**src/rtl/neuron_lut_loader_pkg.sv**
```systemverilog
// ---------------------------------------------------------------------------
// logicnet_pkg
//   Shared definitions for the LogicNet layer blocks:
//     - state_t  : IDLE / LOAD / ARMED states of the runtime-programmable neuron
//     - clog2    : width helper used to size table indices and counters
//     - DEFAULT_* : default neuron geometry shared by every layer block
// ---------------------------------------------------------------------------
package logicnet_pkg;

  localparam int DEFAULT_IN_BITS  = 32'd2;
  localparam int DEFAULT_FANIN    = 32'd3;
  localparam int DEFAULT_OUT_BITS = 32'd2;

  typedef enum logic [1:0] {
    IDLE  = 2'd0,
    LOAD  = 2'd1,
    ARMED = 2'd2
  } state_t;

  // Smallest n with 2**n >= value (0 for value <= 1).
  function automatic int clog2(input int value);
    int         result;
    logic [32:0] pow;
    result = 32'd0;
    for (int i = 0; i < 32; i++) begin
      pow = 33'd1 << i;
      if (pow < 33'(value)) begin
        result = i + 1;
      end
    end
    return result;
  endfunction

endpackage

```
**src/rtl/neuron_lut_loader_if.sv**
```systemverilog
// ---------------------------------------------------------------------------
// neuron_lut_loader_if
//   Bundles the config stream and the lookup datapath of one neuron LUT.
//   Config : cfg_start, cfg_valid, cfg_data  (master -> slave)
//            cfg_ready, cfg_done             (slave -> master)
//   Lookup : M0, in_valid                    (master -> slave)
//            M1, out_valid                   (slave -> master)
//   Optional (LUT_CHECKSUM_EN): cfg_sum[15:0] (slave -> master)
//   Modports: master = table writer / layer driver, slave = neuron_lut_loader.
// ---------------------------------------------------------------------------
interface neuron_lut_loader_if
  import logicnet_pkg::*;
#(
  parameter int IN_BITS  = DEFAULT_IN_BITS,
  parameter int FANIN    = DEFAULT_FANIN,
  parameter int OUT_BITS = DEFAULT_OUT_BITS
);
  localparam int ADDR_W = FANIN * IN_BITS;

  logic                cfg_start;
  logic                cfg_valid;
  logic [OUT_BITS-1:0] cfg_data;
  logic                cfg_ready;
  logic                cfg_done;
  logic [ADDR_W-1:0]   M0;
  logic                in_valid;
  logic [OUT_BITS-1:0] M1;
  logic                out_valid;
`ifdef LUT_CHECKSUM_EN
  logic [15:0]         cfg_sum;

  modport master (
    output cfg_start, cfg_valid, cfg_data, M0, in_valid,
    input  cfg_ready, cfg_done, M1, out_valid, cfg_sum
  );
  modport slave (
    input  cfg_start, cfg_valid, cfg_data, M0, in_valid,
    output cfg_ready, cfg_done, M1, out_valid, cfg_sum
  );
`else
  modport master (
    output cfg_start, cfg_valid, cfg_data, M0, in_valid,
    input  cfg_ready, cfg_done, M1, out_valid
  );
  modport slave (
    input  cfg_start, cfg_valid, cfg_data, M0, in_valid,
    output cfg_ready, cfg_done, M1, out_valid
  );
`endif

endinterface

```
**src/rtl/neuron_lut_ram.sv**
```systemverilog
// ---------------------------------------------------------------------------
// neuron_lut_ram
//   DEPTH x DATA_W distributed RAM holding one neuron truth table.
//   Synchronous write port, asynchronous read port; the lookup register is
//   kept in the parent. Contents are deliberately not reset.
//   Ports: clk, we, waddr, wdata (write); raddr -> rdata (read).
// ---------------------------------------------------------------------------
module neuron_lut_ram #(
  parameter int ADDR_W = 6,
  parameter int DATA_W = 2
) (
  input  logic              clk,
  input  logic              we,
  input  logic [ADDR_W-1:0] waddr,
  input  logic [DATA_W-1:0] wdata,
  input  logic [ADDR_W-1:0] raddr,
  output logic [DATA_W-1:0] rdata
);
  localparam int DEPTH = 1 << ADDR_W;

  (* ram_style = "distributed" *) logic [DATA_W-1:0] mem [DEPTH];

  // Table write, one entry per accepted config beat.
  always_ff @(posedge clk) begin
    if (we) begin
      mem[waddr] <= wdata;
    end
  end

  assign rdata = mem[raddr];

endmodule

```
**src/rtl/neuron_lut_loader.sv**
```systemverilog
// ---------------------------------------------------------------------------
// neuron_lut_loader
//   Runtime-programmable LogicNet neuron. A FANIN x IN_BITS -> OUT_BITS truth
//   table is streamed in over the config port (entries in ascending address
//   order) and then served as registered, 1-cycle-latency lookups.
//   Ports:
//     clk    : rising-edge clock
//     rst_n  : asynchronous active-low reset (aborts any load)
//     bus    : neuron_lut_loader_if.slave (config stream + lookup datapath)
//     armed  : a complete table is loaded and lookups are served
//   Optional feature macro LUT_CHECKSUM_EN: drives bus.cfg_sum, the modulo
//   2^16 sum of entries accepted since the last cfg_start.
// ---------------------------------------------------------------------------
module neuron_lut_loader
  import logicnet_pkg::*;
#(
  parameter int IN_BITS  = DEFAULT_IN_BITS,
  parameter int FANIN    = DEFAULT_FANIN,
  parameter int OUT_BITS = DEFAULT_OUT_BITS
) (
  input  logic                  clk,
  input  logic                  rst_n,
  neuron_lut_loader_if.slave    bus,
  output logic                  armed
);
  localparam int ADDR_W = FANIN * IN_BITS;
  localparam int DEPTH  = 1 << ADDR_W;
  // One spare bit so the count never wraps inside a load.
  localparam int CNT_W  = clog2(DEPTH) + 1;

  state_t              state_r, state_next_s;
  logic [CNT_W-1:0]    wr_cnt_r, wr_cnt_next_s;
  logic                wr_en_s;
  logic                done_next_s;
  logic                cfg_ready_r;
  logic                cfg_done_r;
  logic                armed_r;
  logic                out_valid_r;
  logic [OUT_BITS-1:0] m1_r;
  logic [OUT_BITS-1:0] rd_data_s;
  logic                lookup_fire_s;

  // Next-state, write-enable and counter logic of the load FSM.
  always_comb begin
    state_next_s  = state_r;
    wr_cnt_next_s = wr_cnt_r;
    wr_en_s       = 1'b0;
    done_next_s   = 1'b0;
    case (state_r)
      IDLE: begin
        if (bus.cfg_start) begin
          state_next_s  = LOAD;
          wr_cnt_next_s = '0;
        end else begin
          state_next_s  = IDLE;
        end
      end
      LOAD: begin
        // A restart wins over a coincident write, which is dropped.
        if (bus.cfg_start) begin
          state_next_s  = LOAD;
          wr_cnt_next_s = '0;
        end else if (bus.cfg_valid) begin
          wr_en_s       = 1'b1;
          wr_cnt_next_s = wr_cnt_r + CNT_W'(1);
          if (wr_cnt_r == CNT_W'(DEPTH - 1)) begin
            state_next_s = ARMED;
            done_next_s  = 1'b1;
          end else begin
            state_next_s = LOAD;
          end
        end else begin
          state_next_s  = LOAD;
        end
      end
      ARMED: begin
        if (bus.cfg_start) begin
          state_next_s  = LOAD;
          wr_cnt_next_s = '0;
        end else begin
          state_next_s  = ARMED;
        end
      end
      default: begin
        state_next_s  = IDLE;
        wr_cnt_next_s = '0;
      end
    endcase
  end

  // FSM state, write counter and registered status outputs.
  always_ff @(posedge clk or negedge rst_n) begin
    if (!rst_n) begin
      state_r     <= IDLE;
      wr_cnt_r    <= '0;
      cfg_ready_r <= 1'b0;
      cfg_done_r  <= 1'b0;
      armed_r     <= 1'b0;
    end else begin
      state_r     <= state_next_s;
      wr_cnt_r    <= wr_cnt_next_s;
      cfg_ready_r <= (state_next_s == LOAD);
      cfg_done_r  <= done_next_s;
      armed_r     <= (state_next_s == ARMED);
    end
  end

  // Lookups are served on the current state, so a lookup issued together
  // with cfg_start in ARMED still reads the old, intact table.
  assign lookup_fire_s = bus.in_valid && (state_r == ARMED);

  // Lookup result register; M1 holds its value between lookups.
  always_ff @(posedge clk or negedge rst_n) begin
    if (!rst_n) begin
      out_valid_r <= 1'b0;
      m1_r        <= '0;
    end else begin
      out_valid_r <= lookup_fire_s;
      if (lookup_fire_s) begin
        m1_r <= rd_data_s;
      end
    end
  end

  neuron_lut_ram #(
    .ADDR_W (ADDR_W),
    .DATA_W (OUT_BITS)
  ) u_ram (
    .clk   (clk),
    .we    (wr_en_s),
    .waddr (wr_cnt_r[ADDR_W-1:0]),
    .wdata (bus.cfg_data),
    .raddr (bus.M0),
    .rdata (rd_data_s)
  );

`ifdef LUT_CHECKSUM_EN
  logic [15:0] sum_r;

  // Running modulo-2^16 checksum of accepted entries, cleared by cfg_start.
  always_ff @(posedge clk or negedge rst_n) begin
    if (!rst_n) begin
      sum_r <= 16'd0;
    end else if (bus.cfg_start) begin
      sum_r <= 16'd0;
    end else if (wr_en_s) begin
      sum_r <= sum_r + 16'(bus.cfg_data);
    end else begin
      sum_r <= sum_r;
    end
  end

  assign bus.cfg_sum = sum_r;
`else
  // Checksum accumulator and port are not built in this configuration.
`endif

  assign bus.cfg_ready = cfg_ready_r;
  assign bus.cfg_done  = cfg_done_r;
  assign bus.M1        = m1_r;
  assign bus.out_valid = out_valid_r;
  assign armed         = armed_r;

endmodule

```
**src/flat_wrapper.sv**
```systemverilog
// flat-port wrapper written by rule: the top's interface ports become plain ports
module neuron_lut_loader_flat import logicnet_pkg::*;
#(
  parameter int IN_BITS  = DEFAULT_IN_BITS,
  parameter int FANIN    = DEFAULT_FANIN,
  parameter int OUT_BITS = DEFAULT_OUT_BITS
)
  (clk, rst_n, armed, bus_cfg_start, bus_cfg_valid, bus_cfg_data, bus_M0, bus_in_valid, bus_cfg_ready, bus_cfg_done, bus_M1, bus_out_valid);
  neuron_lut_loader_if #(.IN_BITS(IN_BITS), .FANIN(FANIN), .OUT_BITS(OUT_BITS)) bus_i ();
  input  logic clk;
  input  logic rst_n;
  output logic armed;
  input wire logic [$bits(bus_i.cfg_start)-1:0] bus_cfg_start;
  input wire logic [$bits(bus_i.cfg_valid)-1:0] bus_cfg_valid;
  input wire logic [$bits(bus_i.cfg_data)-1:0] bus_cfg_data;
  input wire logic [$bits(bus_i.M0)-1:0] bus_M0;
  input wire logic [$bits(bus_i.in_valid)-1:0] bus_in_valid;
  output wire logic [$bits(bus_i.cfg_ready)-1:0] bus_cfg_ready;
  output wire logic [$bits(bus_i.cfg_done)-1:0] bus_cfg_done;
  output wire logic [$bits(bus_i.M1)-1:0] bus_M1;
  output wire logic [$bits(bus_i.out_valid)-1:0] bus_out_valid;
  assign bus_i.cfg_start = bus_cfg_start;
  assign bus_i.cfg_valid = bus_cfg_valid;
  assign bus_i.cfg_data = bus_cfg_data;
  assign bus_i.M0 = bus_M0;
  assign bus_i.in_valid = bus_in_valid;
  assign bus_cfg_ready = bus_i.cfg_ready;
  assign bus_cfg_done = bus_i.cfg_done;
  assign bus_M1 = bus_i.M1;
  assign bus_out_valid = bus_i.out_valid;
  neuron_lut_loader #(.IN_BITS(IN_BITS), .FANIN(FANIN), .OUT_BITS(OUT_BITS)) u_core (.clk(clk), .rst_n(rst_n), .bus(bus_i), .armed(armed));
endmodule
```
**config.mk**
```make
export PLATFORM = sky130hd
export DESIGN_NAME = neuron_lut_loader_flat
export DESIGN_NICKNAME = d
export VERILOG_FILES = /design/src/rtl/neuron_lut_loader_pkg.sv /design/src/rtl/neuron_lut_loader_if.sv /design/src/rtl/neuron_lut_ram.sv /design/src/rtl/neuron_lut_loader.sv /design/src/flat_wrapper.sv
export SDC_FILE = /design/constraint.sdc
export NUM_CORES = 1
export LEC_CHECK = 0
export CAP_MARGIN = 40
export CORE_MARGIN = 4
export CORE_UTILIZATION = 25
export DETAILED_ROUTE_END_ITERATION = 10
export HOLD_SLACK_MARGIN = 0.1
export PLACE_DENSITY = 0.44
export SLEW_MARGIN = 25
export SYNTH_ARGS = -nofsm -noshare
export SYNTH_HDL_FRONTEND = slang
export SYNTH_SLANG_ARGS = --single-unit
```
**constraint.sdc**
```tcl
create_clock -name clk -period 5.37 [get_ports clk]
set_clock_uncertainty 0.15 [all_clocks]
set_input_delay 0.8055 -clock clk [delete_from_list [all_inputs] [get_ports clk]]
set_output_delay 0.8055 -clock clk [all_outputs]
set_load 0.02 [all_outputs]
```
**Run 1: nets reached from selected ports**

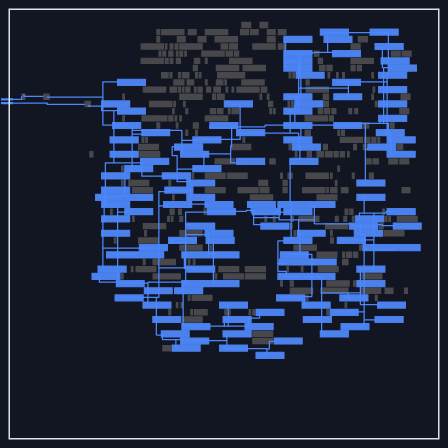
Key: bus_cfg_data = blue [bits 2, direction input, edge west, end cells 128, wire 1740 um]
Boundary Pins: 19
# port buffers: 18

**Run 1: placed standard cells**

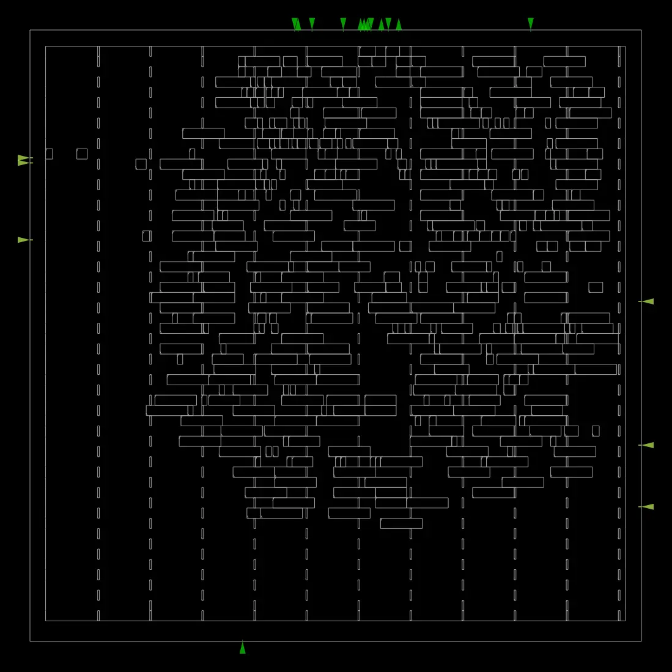
flop share of the area: 59.65%
FP Rows: 56
FFs & Latches: 143

**Run 1: met3 routing**

The bar under the picture is 50 um long.
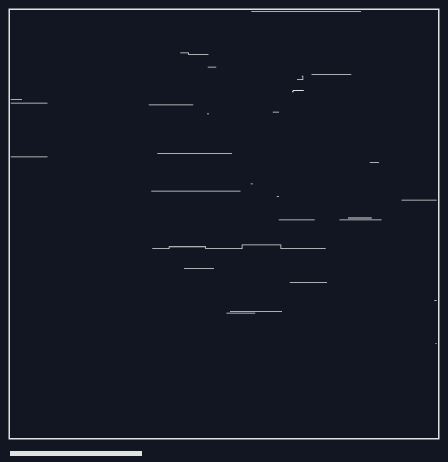
The layer holds 2.8% of the routed length. The layer carries 369 um of wire.
met3 usage in global routing: 2.639%
Routed WL: 13040 um
vias post-DR: 3180

==> job_summary.md, run 1 <==
## PnR job results

| Metric | Value |
|---|---|
| FF-to-FF End | `u_core.u_ram.mem[14][1]` |
| DR pass1 iterations | `4` |
| Yosys chip area | `5933 um2` |
| Met2 Use GR | `16.91%` |
| Worst Hold Depth | `1` |
| R2R Path Start | `u_core.state_r[1]` |
| Max FFs per register | `128` |
| Multi-In Gates | `212` |
| Logic share of the area | `22.93%` |
| Comb pwr share | `4.2%` |
| Logic family by area | `multiplexers` |
| # Cells Yosys | `377` |
| Iter 0 DRT Violations | `217` |
| GP Congestion | `0.7774` |
| Die Y | `162.1 um` |
| Post-DP HPWL | `8411 um` |
| GRT Total Usage | `10.59%` |
| Placeable Area | `23400 um2` |
| Vias per Instance | `4.332` |
| Area leader share | `64.78%` |
| Critical path cell sequence | `clkdlybuf4s50_1, buf_8, mux4_2, mux4_2, mux2_2, o22ai_1, nor2_1` |
| Detail Route Antenna Nets | `0` |
| Nets | `416` |
| Hold Path Class | `reg -> reg` |
| Power Dens Cells | `350.3 nW/um2` |
| Ys Warns | `0` |
| Synth flops | `143` |
| Finish-stage setup viols | `0` |
| Routing usage on met1 | `14.28%` |
| Antenna violations before repair | `0` |
| Non-clk buf share | `3.379%` |
| Net Count, Synth | `391` |
| Clock sinks | `143` |
| Comb area | `1622 um2` |
| Post-synth EDFFs | `128` |
| Fin. max-slew vios | `0` |
| Crit-path leading delay family | `multiplexers` |
| Peak supply drop | `0.2264 mV` |
| Leading power group | `registers` |
| First-pass GRT wire length | `20740 um` |
| Non-CTS inverters | `4` |
| Vias in the first global route | `3502` |
| Clk slew on worst S/H paths | `0.06 ns` |
| Largest cells by area | `edfxtp_1 (65%), mux4_2 (11%), dfrtp_1 (6.3%)` |
| Clk pwr | `0.00115 W` |
| P&R area growth vs syn | `19.21%` |
| Tool warning count | `26` |
| Latency at later pin | `0.41 ns` |
| Highest clock rate | `0.3411 GHz` |
| Synth top cell by count | `edfxtp_1` |
| Max Buffers Root-to-Sink | `2` |
| Number of fill cells | `2332` |
| Clk root buf | `clkbuf_16` |
| ANT cells | `0` |
| Cell depth of the worst flop-to-flop path | `5` |
| Post-Synth XOR/XNOR Area | `0.7381%` |
| PostCTS Resize Cnt | `0` |
| Syn_area_per_cell | `15.74 um2` |
| Outcome | `finished clean` |
| Storage cell area | `4219 um2` |
| WL/cell | `17.76 um` |
| CP Data Required Time | `5.51 ns` |
| Placed Cells | `700` |
| H-tree depth | `4` |
| Switching Fraction | `20.00%` |
| Post-synth ARST share | `10.49%` |
| Biggest register | `u_core.u_ram.mem` |
| Hold Buf Count CTS | `0` |
| Dominant flop cell | `edfxtp_1` |
| Nonclk buf count | `24` |
| Initial core utilization | `25.35%` |
run 1: layer usage:
layer  vias up  share of wire, %
met4         0               1.2
li1       1491                 -
met5         -                 0
met3        10               2.8
met2        48                49
met1      1631                47
run 1: through the flow:
stage,area (um2),worst slack (ns),util (%),power [W],hold slack [ns]
floorplan,5933,2.697,-,0.001300,0.3175
finish,7073,2.438,30.22,0.002478,0.3930
global placement,6442,1.571,27.53,0.001345,0.3636
global route,7073,2.301,30.22,0.002567,0.4352
detailed placement,6455,1.958,27.58,0.001346,0.3596
CTS,7034,2.377,30.06,0.002505,0.4068
**Run 1: placement by cell class**

Fill, decap, tap and diode cells in gray.
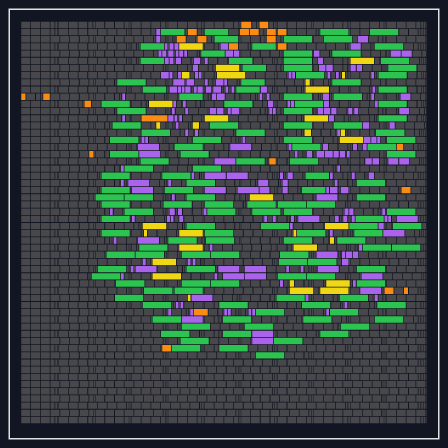

==> run 2: changes to the inputs <==
clock period = 3 ns   (was 5.37 ns; I/O delays follow)
**Run 2: placement by cell class**

Fill, decap, tap and diode cells in gray.
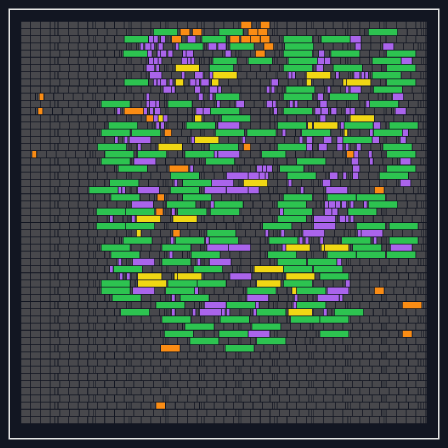
Key: other buffers and delay cells = orange [cells 31, share of their area 4.7%]; clock drivers and dummy loads = yellow [cells 32, share of their area 8.6%]; all other logic = purple [cells 216, share of their area 24%]; flops = green [cells 143, share of their area 62%]
Placeable Area: 23400 um2
flop share of the area: 58.98%
Util after Layout: 30.57%

**Run 2: placed standard cells**

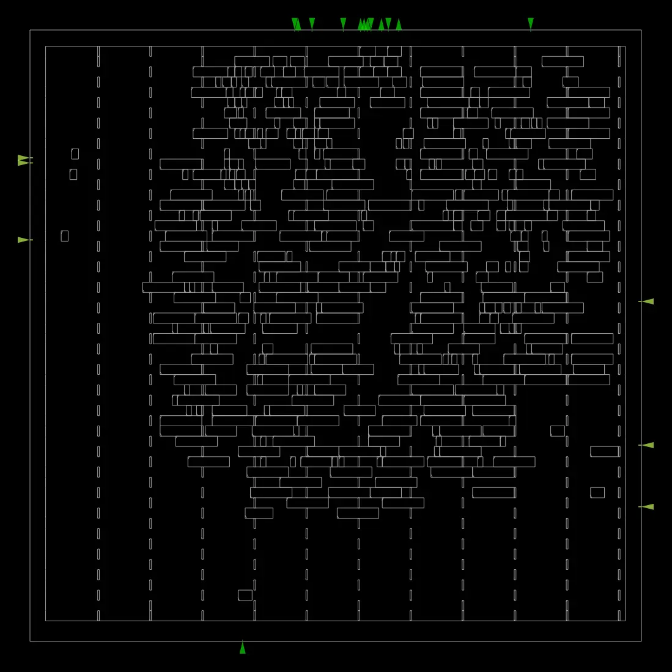
Non-Filler Instances: 741
Tapcells: 319
number of fill cells: 2353

**Run 2: met3 routing**

The bar under the picture is 50 um long.
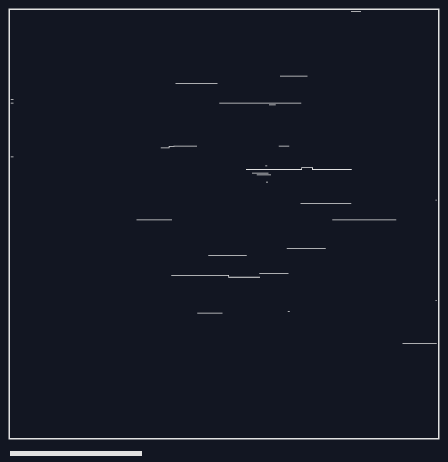
The wires run mostly horizontal. The longest straight run is 30.8 um. The layer holds 2.2% of the routed length. 18 nets have wire on it.
Routed WL: 12860 um
met3 usage in global routing: 3.020%

==> run 2 against run 1 <==
Net effect: register-to-register slack got worse by 2.2 ns; non-clock buffer count increased by 7; combinational power increased by 88%; critical path depth unchanged; worst setup slack got worse by 1.9 ns; synthesized area unchanged; sequential power increased by 79%; final area increased by 1.1%; clock power increased by 79%; wire length decreased by 1.4%; flip-flop count unchanged; final cell count increased by 0.95%; critical endpoint is now u_core.bus.M1[0]; largest cell class unchanged; highest routed layer unchanged.
==> job_summary.md, run 2 <==
## PnR job results

| Metric | Value |
|---|---|
| Routing usage on met1 | `13.34% (-0.94 points)` |
| Highest routed layer | `met4` |
| Wire length on met2 | `6425 um (+0.20%)` |
| Clock buffers | `19` |
| WS Path Type | `in -> reg` |
| Non-clk buf share | `4.460% (+1.1 points)` |
| Tool warning count | `26 (unchanged)` |
| Largest cells by area | `edfxtp_1 (65%), mux4_2 (11%), dfrtp_1 (6.3%)` |
| Critical path cell sequence | `clkdlybuf4s50_1, buf_12, mux4_2, a22oi_1, nand3_1, a2111oi_0, nor2_1` |
| FFs & Latches | `143 (unchanged)` |
| GP Congestion | `0.7047 (-9.4%)` |
| Comb area | `1622 um2 (unchanged)` |
| Outcome | `finished clean` |
| Nets | `423 (+1.7%)` |
| Adder-Cell Fraction of Synth Area | `0.2109%` |
| R2R Path Start | `u_core.state_r[1]` |
| Die Y | `162.1 um (unchanged)` |
| Die X | `162.1 um` |
| Synth flops | `143 (unchanged)` |
| Max stage delay on crit path | `0.53 ns` |
| Dominant flop cell | `edfxtp_1` |
| Yosys chip area | `5933 um2 (unchanged)` |
| CP Launch Point | `bus_M0[0]` |
| Hold Buf Count CTS | `0 (unchanged)` |
| Initial core utilization | `25.35% (unchanged)` |
| WL/cell | `17.35 um (-2.3%)` |
| # port buffers | `18 (unchanged)` |
| GRT Total Usage | `10.30% (-0.28 points)` |
| Pleak | `2.246 nW` |
| Fin. max-slew vios | `0 (unchanged)` |
| Crit-path leading delay family | `AND-OR/OR-AND gates` |
| H-tree depth | `4 (unchanged)` |
| Gr ovfl total | `0` |
| Max-cap violations | `0` |
| Pre-CTS WS | `0.02731 ns (-1.930 ns)` |
| Detail Route Antenna Nets | `0 (unchanged)` |
| Post-route DRC | `0` |
| Clk slew on worst S/H paths | `0.06 ns (about the same)` |
| Top cells by count | `edfxtp_1 (128), nor2_1 (80), mux4_2 (28), nand2_1 (17), dfrtp_1 (15)` |
| FP Rows | `56 (unchanged)` |
| Most frequent logic cell in the layout | `edfxtp_1` |
| Hold endpoint | `u_core.bus.cfg_done` |
| Highest clock rate | `0.4047 GHz` |
| Latency at later pin | `0.41 ns (about the same)` |
| Mux cell area share | `12.53%` |
| Boundary Pins | `19 (unchanged)` |
| Leading area contributor after synthesis | `edfxtp_1` |
| ANT cells | `0 (unchanged)` |
| Max Buffers Root-to-Sink | `2 (unchanged)` |
| Clk root buf | `clkbuf_16` |
| Largest net degree at the start of global routing | `39` |
| Post-synth EDFFs | `128 (unchanged)` |
| Peak supply drop | `0.3426 mV (+51%)` |
| Nonclk buf count | `31 (+29%)` |
| Clock Network Area Fraction | `8.099%` |
| Post-synth ARST share | `10.49% (unchanged)` |
| Cell depth of the worst flop-to-flop path | `5 (unchanged)` |
| Syn_area_per_cell | `15.74 um2 (unchanged)` |
| Net Count, Synth | `391 (unchanged)` |
| Layout cells sized above 1 | `20.14%` |
| # Cells Yosys | `377 (unchanged)` |
| Total setup buffers inserted after CTS | `0` |
| DR pass1 iterations | `5 (+1)` |
| First-pass GRT wire length | `20140 um (-2.9%)` |
| Design Power | `0.004434 W (+79%)` |
| Crit path launch type | `input pin` |
| Antenna violations before repair | `0 (unchanged)` |
| Synthesized area | `5933 um2` |
| Power Dens Cells | `619.8 nW/um2 (+77%)` |
| Logic share of the area | `22.67% (-0.26 points)` |
| Biggest register | `u_core.u_ram.mem` |
| Critical Path End | `u_core.bus.M1[0]` |
| PostCTS Resize Cnt | `0 (unchanged)` |
| Worst Hold Slack | `0.3719 ns (-0.02111 ns)` |
| Top Layout Cells | `edfxtp_1 (128), nor2_1 (80), mux4_2 (28), nand2_1 (17), clkbuf_16 (17)` |
| Synth cell types | `30` |
| Vias in the first global route | `3497 (-0.14%)` |
| Synth top cell by count | `edfxtp_1` |
| Setup ws final | `0.5290 ns (-1.909 ns)` |
| Logic family by area | `multiplexers` |
| Ys Warns | `0 (unchanged)` |
| CP Data Required Time | `3.14 ns (-2.37 ns)` |
| Post-DP HPWL | `8531 um (+1.4%)` |
| Buffers and inverters on the worst path | `2` |
| And+or+nand+nor area frac | `10.38%` |
| Min-delay src | `u_core.wr_cnt_r[6]` |
| Worst relative slew slack | `54.18%` |
| Multi-In Gates | `212 (unchanged)` |
| M1 WL | `5982 um (-2.0%)` |
| Top flop regs | `u_core.u_ram.mem (128), u_core.wr_cnt_r (7)` |
| Worst Hold Depth | `1 (unchanged)` |
| Vias post-DR | `3236 (+1.8%)` |
| Sequential area share after synthesis | `71.11%` |
| Post-Synth XOR/XNOR Area | `0.7381% (unchanged)` |
| Non-CTS inverters | `4 (unchanged)` |
| Met2 Use GR | `16.89% (-0.019 points)` |
| Hold Vio Cnt, Final | `0` |
| Area leader share | `64.78% (unchanged)` |
| Unrepaired setup endpoints after global routing | `false` |
| Met3 wire len | `286 um (-22%)` |
| Worst-Margin Slew | `0.6874 ns` |
| Vias per Instance | `4.367 (+0.80%)` |
| Syn Inst Count | `377` |
| P&R area growth vs syn | `20.56%` |
| Max FFs per register | `128 (unchanged)` |
| Setup crit end kind | `flop` |
| Cycle use final | `82.37%` |
| Total CTS buffers | `17` |
| Iter 0 DRT Violations | `162 (-25%)` |
| Finish-stage setup viols | `0 (unchanged)` |
| FF-to-FF End | `u_core.u_ram.mem[52][1]` |
| Hold Path Class | `reg -> reg` |
| Setup TNS | `0 ns` |
| Critical Path Slowest Stage Cell | `a2111oi_0` |
| Storage cell area | `4219 um2 (unchanged)` |
| Clock sinks | `143 (unchanged)` |
[run 2: cell counts after synthesis]
No cell type changed its count.
[run 2: power by group]
group | switching, W | internal (W)
Clock | 0.000764 | 0.00129
Combinational | 0.000110 | 0.0000876
Sequential | 0.00000477 | 0.00218
Total | 0.000879 | 0.00356
[run 2: stage by stage]
step	instances	utilization, %	cell area [um2]
6_report	741	30.57	7153
5_1_grt	741	30.57	7153
4_1_cts	739	30.47	7132
3_5_place_dp	707	28.00	6553
3_3_place_gp	707	28.00	6553
2_1_floorplan	377	-	5933
[run 2: logic make-up (layout without fill, tap and decap cells)]
kind of cell,after synthesis,after routing
mux,38,38
fa+ha+maj,1,1
xor+xnor,5,5
flops,143,143
buf+inv,22,67
simple gates,138,138
compound gates,30,30
Power and IR drop assume default switching activity.
